### Routed metal per tile, run 1

Drawn at 4 px/um. The die is cut into 15 by 15 equal tiles; dark purple is low, yellow is high, scaled to the fullest tile. Values are wire area over tile area, all layers added.
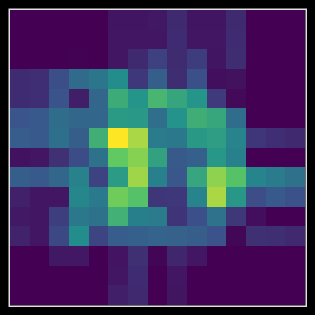
### A small window of the routed layout, run 1

Region (22, 22) to (52, 52) um. Cells in gray, sequential cells in the stronger gray; small squares are vias.
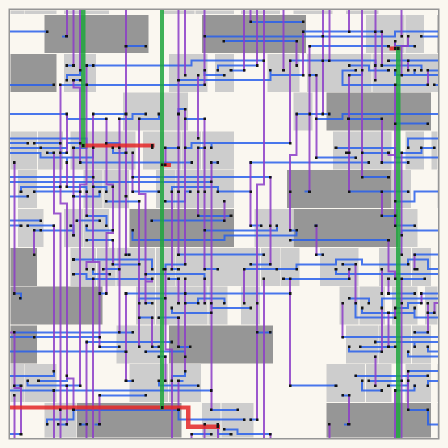
### Gate families picked out, run 1

Drawn at 4 px/um.
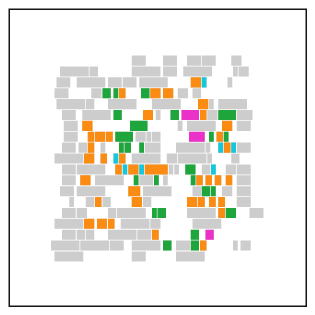
<file path="config.mk">
export PLATFORM = sky130hd
export DESIGN_NAME = irq_requester
export DESIGN_NICKNAME = d
export VERILOG_FILES = /design/src/rtl/irq_requester_pkg.sv /design/src/rtl/irq_prio_enc.sv /design/src/rtl/irq_requester.sv
export SDC_FILE = /design/constraint.sdc
export NUM_CORES = 1
export LEC_CHECK = 0
export CORE_MARGIN = 10
export CORE_UTILIZATION = 44
export DETAILED_ROUTE_END_ITERATION = 16
export GPL_TIMING_DRIVEN = 0
export PLACE_DENSITY = 0.7
export SYNTH_ARGS = -nofsm -noshare
export SYNTH_HDL_FRONTEND = slang
export SYNTH_SLANG_ARGS = --single-unit
export TNS_END_PERCENT = 100
</file>
<file path="constraint.sdc">
create_clock -name clk -period 3.5 [get_ports clk]
set_input_delay 0.525 -clock clk [delete_from_list [all_inputs] [get_ports clk]]
set_output_delay 0.525 -clock clk [all_outputs]
set_load 0.02 [all_outputs]
</file>
<file path="src/rtl/irq_requester_pkg.sv">
// rtl/irq_requester_pkg.sv - shared FSM encoding and vector defaults for irq_requester
package irq_requester_pkg;

  typedef enum logic [2:0] {
    IDLE    = 3'd0,
    INT_REQ = 3'd1,
    NMI_REQ = 3'd2,
    INT_SVC = 3'd3,
    NMI_SVC = 3'd4
  } irqState_t;

  localparam int         DEF_VEC_W    = 8;
  localparam logic [7:0] DEF_VEC_BASE = 8'h80;

endpackage

</file>
<file path="src/rtl/irq_prio_enc.sv">
// rtl/irq_prio_enc.sv - lowest-index-wins priority encoder for request lines
module irq_prio_enc #(
  parameter int NUM_IRQ = 8,
  parameter int ID_W    = 3
) (
  input  logic [NUM_IRQ-1:0] req,
  output logic [ID_W-1:0]    id,
  output logic               valid
);

  // Scan from the top down so the lowest set index is the last one written
  always_comb begin
    id    = '0;
    valid = |req;
    for (int i = NUM_IRQ - 1; i >= 0; i--) begin
      if (req[i]) id = ID_W'(i);
    end
  end

endmodule

</file>
<file path="src/rtl/irq_requester.sv">
// rtl/irq_requester.sv - device-side INT/NMI requester with INA/INTD handshake (IRQ_MASK_EN adds a mask register)
module irq_requester
  import irq_requester_pkg::*;
#(
  parameter int               NUM_IRQ  = 8,
  parameter int               VEC_W    = DEF_VEC_W,
  parameter logic [VEC_W-1:0] VEC_BASE = VEC_W'(DEF_VEC_BASE)
) (
  input  logic               clk,
  input  logic               rstN,
  input  logic [NUM_IRQ-1:0] irq,
  input  logic               nmiReq,
  input  logic               INA,
  input  logic               eoi,
`ifdef IRQ_MASK_EN
  input  logic               maskWe,
  input  logic [NUM_IRQ-1:0] maskIn,
`endif
  output logic               INT,
  output logic               NMI,
  output logic               INTD,
  output logic [VEC_W-1:0]   intVector,
  output logic [NUM_IRQ-1:0] pending
);

  localparam int ID_W = (NUM_IRQ > 1) ? $clog2(NUM_IRQ) : 1;

  irqState_t          state, stateNext;
  logic [NUM_IRQ-1:0] irqPrev;
  logic               nmiPrev;
  logic               nmiPend;
  logic               nested;
  logic [ID_W-1:0]    curId;
  logic [NUM_IRQ-1:0] enabled;
  logic [ID_W-1:0]    winId;
  logic               winValid;
  logic               ackInt, ackNmi, latchId, setNested, clrNested;
  logic [NUM_IRQ-1:0] clrMask;

`ifdef IRQ_MASK_EN
  logic [NUM_IRQ-1:0] mask;

  // Mask register; reset enables every line
  always_ff @(posedge clk) begin
    if (!rstN)       mask <= '1;
    else if (maskWe) mask <= maskIn;
  end

  assign enabled = pending & mask;
`else
  assign enabled = pending;
`endif

  irq_prio_enc #(
    .NUM_IRQ(NUM_IRQ),
    .ID_W   (ID_W)
  ) uPrio (
    .req  (enabled),
    .id   (winId),
    .valid(winValid)
  );

  // State register
  always_ff @(posedge clk) begin
    if (!rstN) state <= IDLE;
    else       state <= stateNext;
  end

  // Next-state logic; the winner id is latched on entry so a mask change cannot retract an open request
  always_comb begin
    stateNext = state;
    ackInt    = 1'b0;
    ackNmi    = 1'b0;
    latchId   = 1'b0;
    setNested = 1'b0;
    clrNested = 1'b0;
    case (state)
      IDLE: begin
        if (nmiPend) begin
          stateNext = NMI_REQ;
        end else if (winValid) begin
          stateNext = INT_REQ;
          latchId   = 1'b1;
        end
      end
      INT_REQ: begin
        if (INA) begin
          stateNext = INT_SVC;
          ackInt    = 1'b1;
        end else if (nmiPend) begin
          stateNext = NMI_REQ;
        end
      end
      NMI_REQ: begin
        if (INA) begin
          stateNext = NMI_SVC;
          ackNmi    = 1'b1;
        end
      end
      INT_SVC: begin
        if (eoi) begin
          stateNext = IDLE;
        end else if (nmiPend) begin
          stateNext = NMI_REQ;
          setNested = 1'b1;
        end
      end
      NMI_SVC: begin
        if (eoi) begin
          if (nested) begin
            stateNext = INT_SVC;
            clrNested = 1'b1;
          end else begin
            stateNext = IDLE;
          end
        end
      end
      default: stateNext = IDLE;
    endcase
  end

  // Outputs decoded from registered state so they never glitch toward the Controller
  always_comb begin
    INT  = (state == INT_REQ);
    NMI  = (state == NMI_REQ);
    INTD = (state == INT_SVC) || (state == NMI_SVC) || ((state == NMI_REQ) && nested);
  end

  assign clrMask = ackInt ? (NUM_IRQ'(1) << curId) : '0;

  // Edge capture, pending bookkeeping and vector; a new edge beats a same-cycle clear
  always_ff @(posedge clk) begin
    irqPrev <= irq;
    nmiPrev <= nmiReq;
    if (!rstN) begin
      pending   <= '0;
      nmiPend   <= 1'b0;
      nested    <= 1'b0;
      curId     <= '0;
      intVector <= '0;
    end else begin
      pending <= (pending & ~clrMask) | (irq & ~irqPrev);
      nmiPend <= (nmiPend & ~ackNmi) | (nmiReq & ~nmiPrev);
      if (latchId) curId <= winId;
      if (setNested)      nested <= 1'b1;
      else if (clrNested) nested <= 1'b0;
      if (ackInt)      intVector <= VEC_BASE + VEC_W'(curId);
      else if (ackNmi) intVector <= VEC_BASE + VEC_W'(NUM_IRQ);
    end
  end

endmodule

</file>
==> results.toml, run 1 <==
# flow metrics
[clock_network]
insertion_delay_ns = 0.32
tritoncts.num_buffers = 5
cts.sink_count = 30
clockBufferDepth = 2
root_buffer = "sky130_fd_sc_hd__clkbuf_4"
cts-hold-fix-buffers = 0

[pwr]
power.internal_w = 0.000542
switching_power_w = 0.000230
power_w = 0.000772
share_comb_of_total_power_pct = 25.2

[grt]
grt_pass1_vias = 1059
grt_max_degree = 11
grt.total_usage_pct = 11.3
antenna_found_initial = 0

[floorplan]
standard_cell_row_count = 19
top_level_ports = 32

[drt]
drc = 0
dr_total_vias = 1089
drt.antenna.violating_nets = 0
detailed_routed_wire_length_on_met2_um = 1360
drtIter0Drc = 68
wl_um = 2880
detailed_route_wire_length_per_cell_um = 13.9

[logic_synthesis]
synth_dominant_cell_count = "sky130_fd_sc_hd__dfxtp_1"
postSynthCellCount = 139
synth_flop_count = 30
top_cell_area_share_pct = 47.1
flop_cell = "sky130_fd_sc_hd__dfxtp_1"
seq_area_frac_synth_pct = 47.1
synth_area_leader_cell = "sky130_fd_sc_hd__dfxtp_1"

[worst_setup_path]
path_buffers = 2
cp_num_cells = 4
worstPathMaxFanout = 10
slowest_delay_ns = 0.63
critical_path.top_delay_family = "buffers and inverters"

[flow_run]
warning_count = 26
maxCapViolations = 0

[sta]
postLayoutSetupSlackWorst_ns = 1.02
worst_clock_skew_ns = 0.00587
tns_setup_ns = 0
rsz0062_at_grt = "false"
setup-violations-final = 0

[hold_path]
worstHoldPathCells = 2

[status]
status = "finished clean"

[placed_design]
post-place-cells = 200
Back to the opening pictures, 'Routed metal per tile':
The mean over all tiles is 0.088. The densest ninth of the die: center. The emptiest ninth of the die: upper right. The fullest tile reaches 0.44. 32% of the tiles are nearly empty.

Back to the opening pictures, 'A small window of the routed layout':
M3: in red. M2: in purple. M4: in green. M1: in blue.
Sequential cells in the window: 10. 72 logic cells have their middle in the window. Netlist names of flops here include `curId` (3), `intVector` (2), `pending` (2). Most frequent: dfxtp_1 (10), nor2_1 (8), o21ai_0 (7).

Back to the opening pictures, 'Gate families picked out':
inv cells: in cyan, cells 7, most used inv_1. nor cells: in green, cells 25, most used nor2_1. and/or cells: in magenta, cells 3. aoi and oai cells: in orange, cells 39, most used o21ai_0.

==> run 1: per-layer routing <==
| layer | GRT usage, % | vias up |
|---|---|---|
| met5 | 0 | - |
| met1 | 11.8 | 505 |
| met4 | 5.38 | 0 |
| li1 | - | 551 |
| met3 | 6.46 | 7 |
| met2 | 17.9 | 26 |
==> run 1: state kept, by name, summed over array words and instances (netlist names) <==
name / cells
pending: 8
state: 3
curId: 3
intVector: 5
nested: 1
nmiPrev: 1
irqPrev: 8
nmiPend: 1
==> run 1: logic make-up (layout without fill, tap and decap cells) <==
| kind of cell | Yosys count | in the layout | share of synthesized area, % |
|---|---|---|---|
| AND/OR/NAND/NOR | 51 | 51 | 24.9 |
| AND-OR/OR-AND | 41 | 41 | 21.1 |
| flip-flops | 30 | 30 | 47.1 |
| buffers and inverters | 15 | 50 | 5.88 |
| other | 1 | 3 | 0.294 |
| multiplexers | 1 | 1 | 0.784 |
==> run 1: power groups by stage <==
stage | combinational [W] | sequential (W) | clock (W)
after floorplan | 0.000114 | 0.000410 | 0
after global placement | 0.000192 | 0.000402 | 0
after detailed placement | 0.000195 | 0.000404 | 0
after CTS | 0.000196 | 0.000396 | 0.000187
after global routing | 0.000215 | 0.000400 | 0.000203
final | 0.000194 | 0.000396 | 0.000182
==> run 1: metrics by stage <==
step           utilization [%]  area (um^2)
2_1_floorplan                -         1280
3_3_place_gp              58.1         1600
3_5_place_dp              58.1         1600
4_1_cts                   59.8         1650
5_1_grt                   59.8         1650
6_report                  59.8         1650
==> run 1: placed cells by master, fill, tap and decap left out, types with 3 or more instances in the layout <==
cell | Yosys | routed
sky130_fd_sc_hd__dfxtp_1 | 30 | 30
sky130_fd_sc_hd__clkdlybuf4s50_1 | 0 | 28
sky130_fd_sc_hd__o21ai_0 | 14 | 14
sky130_fd_sc_hd__nand2b_1 | 13 | 13
sky130_fd_sc_hd__a21boi_0 | 10 | 10
sky130_fd_sc_hd__nor2_1 | 10 | 10
sky130_fd_sc_hd__nor2b_1 | 7 | 7
sky130_fd_sc_hd__a21oi_1 | 7 | 7
sky130_fd_sc_hd__inv_1 | 7 | 7
sky130_fd_sc_hd__clkbuf_1 | 4 | 6
sky130_fd_sc_hd__nand2_1 | 5 | 5
sky130_fd_sc_hd__clkbuf_4 | 0 | 5
sky130_fd_sc_hd__nand3b_1 | 4 | 4
sky130_fd_sc_hd__buf_4 | 3 | 3
sky130_fd_sc_hd__conb_1 | 1 | 3
==> run 1: layout make-up <==
cell class | instances | share of cell area (%)
inverter | 7 | 1.59
buffer | 8 | 2.96
sequential | 30 | 36.4
timing repair buffer | 28 | 17.0
tap | 31 | 2.35
multi-input combinational | 96 | 36.9
clock buffer | 7 | 2.73
==> run 1: path summary, 6_finish.rpt <==
kind / startpoint / endpoint / slack [ns]
worst max-delay path: state[2] / INTD / 1.02
worst min-delay path: intVector[7] / intVector[7] / 0.46
worst max register to register: state[1] / curId[0] / 1.99
worst min register to register: intVector[7] / intVector[7] / 0.46
==> run 1: worst min-delay path: cells and delay by family (launching register included) <==
family / cells / cell delay, ns
buf+inv: 1 / 0.04
flops: 1 / 0.32
compound gates: 1 / 0.06
### Placement view, run 1

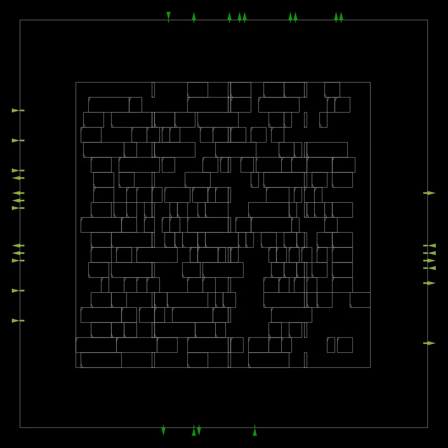

--- run 2 (diff from run 1) ---
clock period = 2.3 ns   (was 3.5 ns; I/O delays follow)
### Placement view, run 2

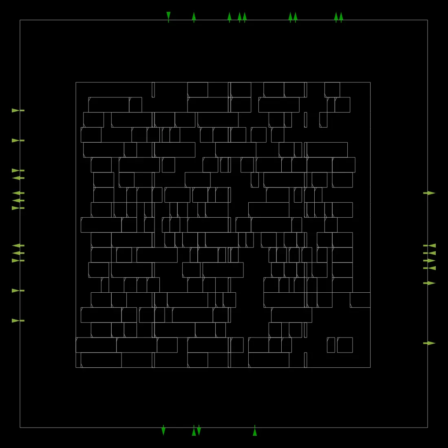
final non-filler cell total: 206
filler cell count in the final layout: 259
standard-cell row count: 19

==> results.toml, run 2 <==
# flow metrics
[status]
status = "finished clean"

[drt]
drc = 0
drtIter0Drc = 77
detailed_route_wire_length_per_cell_um = 13.9
wl_um = 2870
dr_total_vias = 1091
drt.antenna.violating_nets = 0

[worst_setup_path]
rrSetupSlack_ns = 0.79
slowest_delay_ns = 0.63
path_buffers = 1
worstPathMaxFanout = 12
critical_path.endpoint = "INTD"
r2r-end = "curId[0]"
critical_path.top_delay_family = "buffers and inverters"
cp_num_cells = 3

[sta]
tns_setup_ns = 0
setup-violations-final = 0
rsz0062_at_grt = "false"

[clock_network]
root_buffer = "sky130_fd_sc_hd__clkbuf_4"
insertion_delay_ns = 0.32
clockBufferDepth = 2
cts-hold-fix-buffers = 0
tritoncts.num_buffers = 5

[grt]
grt_max_degree = 13
antenna_found_initial = 0
grt_pass1_vias = 1054
grt.total_usage_pct = 11.3
gr-usage-met2_pct = 17.8
global_route.usage.met3_pct = 6.46
grt_most_used_layer = "met2"

[final_layout]
final_util_pct = 59.7

[pwr]
share_comb_of_total_power_pct = 25.0
power.internal_w = 0.000825

[logic_synthesis]
synth_area_leader_cell = "sky130_fd_sc_hd__dfxtp_1"
seq_area_frac_synth_pct = 47.1

[flow_run]
warning_count = 26

[placed_design]
post-place-cells = 200

[hold_path]
worstHoldPathCells = 2
### Gate families picked out, run 2

Drawn at 4 px/um.
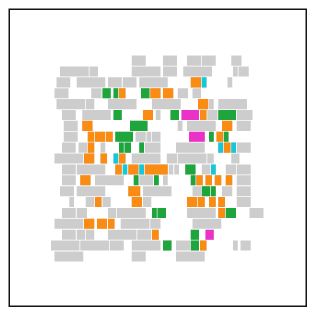
aoi and oai cells: in orange, cells 39, most used o21ai_0. inv cells: in cyan, cells 7, most used inv_1. and/or cells: in magenta, cells 3. nor cells: in green, cells 25, most used nor2_1.
fraction of standard cell area in multi-input logic: 37.0%
Commonest Layout Cell: sky130_fd_sc_hd__dfxtp_1

[run 2: cell counts after synthesis]
Identical to the previous run, type by type.
[run 2: tightest hold or removal path: stages, from the launching register on]
cell and delay [ns]:
sky130_fd_sc_hd__dfxtp_1 0.32, sky130_fd_sc_hd__inv_1 0.04, sky130_fd_sc_hd__a21boi_0 0.06
[run 2: area by class of cell]
type	instances	area share, %
Multi-Input combinational cell	96	37.0
Sequential cell	30	36.5
Timing Repair Buffer	28	17.0
Buffer	7	2.81
Clock buffer	7	2.74
Tap cell	31	2.36
Inverter	7	1.60
[run 2: kinds of logic after synthesis]
| logic type | share of synthesized area [%] |
|---|---|
| and+or+nand+nor | 24.9 |
| AOI/OAI and AO/OA | 21.1 |
| buffers and inverters | 5.88 |
| DFF | 47.1 |
| muxes | 0.784 |
| other | 0.294 |
[run 2: what timing repair did]
item                                   4_1_cts  5_1_grt
setup endpoints to repair                    1        2
endpoints found under the hold margin        0        0
gates resized                                0        2
[run 2: metrics by stage]
stage,setup WS (ns),power (W),instance area (um^2)
after global placement,0.393,0.000904,1600
final,0.118,0.00117,1650
after CTS,0.0503,0.00119,1640
after global routing,0.000264,0.00125,1650
after floorplan,0.764,0.000797,1280
after detailed placement,0.333,0.000912,1600
[run 2: power groups by stage]
stage	logic (W)	registers, W	clock network, W
2_1_floorplan	0.000174	0.000623	0
3_3_place_gp	0.000292	0.000612	0
3_5_place_dp	0.000296	0.000615	0
4_1_cts	0.000296	0.000605	0.000285
5_1_grt	0.000326	0.000611	0.000309
6_report	0.000293	0.000605	0.000277
[run 2: how the worst min path moves through the flow]
| stage | slack (ns) | startpoint | end |
|---|---|---|---|
| final | 0.46 | intVector[7] | intVector[7] |
| after global routing | 0.47 | nmiReq | nmiPrev |
| after CTS | 0.47 | intVector[7] | intVector[7] |
| after detailed placement | 0.46 | intVector[7] | intVector[7] |
| after global placement | 0.45 | intVector[7] | intVector[7] |
| after floorplan | 0.37 | irq[0] | irqPrev[0] |
[run 2: per-layer routing]
metal  vias to the layer above  wire [um]
met2                        26       1360
met5                         -          0
met1                       510       1160
li1                        548          -
met4                         0         75
met3                         7        278
--- run 3 (diff from run 2) ---
CAP_MARGIN = 5   (was unset)
CTS_CLUSTER_DIAMETER = 30   (was unset)
### Placement view, run 3

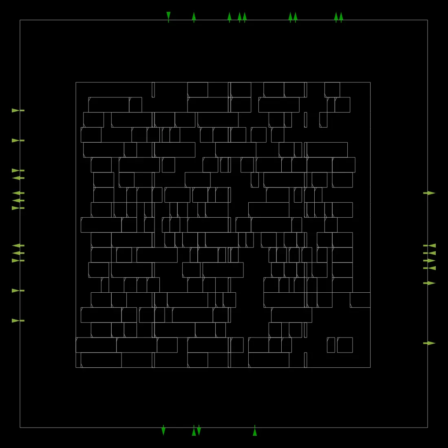
final design utilization: 59.7%
final sequential cell count: 30
Core Box Area: 0.00276 mm^2
sequential share of cell area: 36.5%
inserted tap cell count: 31

### Gate families picked out, run 3

Drawn at 4 px/um.
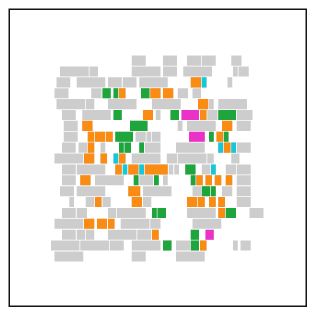
nor cells: in green, cells 25, most used nor2_1. and/or cells: in magenta, cells 3. aoi and oai cells: in orange, cells 39, most used o21ai_0. inv cells: in cyan, cells 7, most used inv_1.

==> results.toml, run 3 <==
# flow metrics
[logic_synthesis]
postSynthCellCount = 139
yosys_warnings = 0
proportion_of_synthesized_flip_flops_having_asynchronous_set_or_reset_pct = 0
synth_area_leader_cell = "sky130_fd_sc_hd__dfxtp_1"
seq_area_frac_synth_pct = 47.1
count_of_unique_library_cells_instantiated_by_yosys = 33

[drt]
wl_um = 2870
drt.antenna.violating_nets = 0
drc = 0
drtIter0Drc = 77
dr_total_vias = 1091
detailed_route_wire_length_per_cell_um = 13.9

[pwr]
power.internal_w = 0.000825
power_per_cell_area_mw_per_mm2 = 714
worst_ir_drop_vdd_mv = 0.526
switching_power_w = 0.000350
share_comb_of_total_power_pct = 25.0

[worst_setup_path]
rrSetupSlack_ns = 0.79
worstPathMaxFanout = 12
crit_required_ns = 1.96

[final_layout]
antenna_cells = 0
layout-area-overhead-vs-synth_pct = 28.9
fill_cells = 259
postLayoutCellArea_mm2 = 0.00165
layout_top_cell_excl_fill_tap = "sky130_fd_sc_hd__dfxtp_1"

[sta]
rsz0062_at_grt = "false"
setup-violations-final = 0
tns_setup_ns = 0
max_freq_mhz = 458
postLayoutSetupSlackWorst_ns = 0.118

[grt]
antenna_found_initial = 0
grt_pass1_vias = 1054
gr-total-overflow = 0
grt_max_degree = 13
grt.total_usage_pct = 11.3

[floorplan]
standard_cell_row_count = 19
initial_utilization_pct = 46.3

[status]
status = "finished clean"

[flow_run]
warning_count = 26

[placed_design]
finalWeightedCongestion = 0.890
dp_worst_setup_slack_ns = 0.333
detailed_place.area_mm2 = 0.00160

[clock_network]
tritoncts.num_buffers = 5
insertion_delay_ns = 0.32
root_buffer = "sky130_fd_sc_hd__clkbuf_4"
clockBufferDepth = 2
[run 3: routing by layer]
| layer | GRT usage, % | up-vias | part of all wire, % |
|---|---|---|---|
| met1 | 11.9 | 510 | 40 |
| met5 | 0 | - | 0 |
| met3 | 6.46 | 7 | 9.7 |
| li1 | - | 548 | - |
| met4 | 5.38 | 0 | 2.6 |
| met2 | 17.8 | 26 | 47 |
[run 3: critical path, stage by stage (launching register included)]
cell                              delay, ns
sky130_fd_sc_hd__dfxtp_1               0.56
sky130_fd_sc_hd__nand2b_1              0.14
sky130_fd_sc_hd__o21ai_0               0.18
sky130_fd_sc_hd__clkdlybuf4s50_1       0.63
[run 3: cell type report]
type                       instances  area, um^2  area share, %
buffer                             7        46.3           2.81
clock buffer                       7        45.0           2.74
inverter                           7        26.3           1.60
multi-input combinational         96         608           37.0
sequential                        30         601           36.5
tap                               31        38.8           2.36
timing repair buffer              28         280           17.0
[run 3: path summary, 6_finish.rpt]
| kind | to | depth (start not counted) | start |
|---|---|---|---|
| worst min register to register | intVector[7] | 2 | intVector[7] |
| worst max register to register | curId[0] | 4 | state[2] |
| worst max-delay path | INTD | 3 | state[2] |
| worst min-delay path | intVector[7] | 2 | intVector[7] |
[run 3: logic make-up (layout without fill, tap and decap cells)]
kind of cell / Yosys count / after routing / synth area share (%)
simple gates: 51 / 51 / 24.9
compound gates: 41 / 41 / 21.1
flops: 30 / 30 / 47.1
buf+inv: 15 / 49 / 5.88
other cells: 1 / 3 / 0.294
mux: 1 / 1 / 0.784
[run 3: per-stage QoR]
step / power (W) / hold WS (ns) / std cells
floorplan: 0.000797 / 0.373 / 141
global placement: 0.000904 / 0.447 / 200
detailed placement: 0.000912 / 0.456 / 200
CTS: 0.00119 / 0.469 / 206
global route: 0.00125 / 0.468 / 206
finish: 0.00117 / 0.464 / 206
[run 3: repair_timing]
action                                 CTS  global route
gates resized                            0             2
setup endpoints to repair                1             2
endpoints found under the hold margin    0             0
hold buffers                             0             0
[run 3: power by group through the flow]
stage | sequential [W] | clock, W | combinational (W)
after floorplan | 0.000623 | 0 | 0.000174
after global placement | 0.000612 | 0 | 0.000292
after detailed placement | 0.000615 | 0 | 0.000296
after CTS | 0.000605 | 0.000285 | 0.000296
after global routing | 0.000611 | 0.000309 | 0.000326
final | 0.000605 | 0.000277 | 0.000293
Power figures rest on the tool's default switching activity, not on a simulated workload.
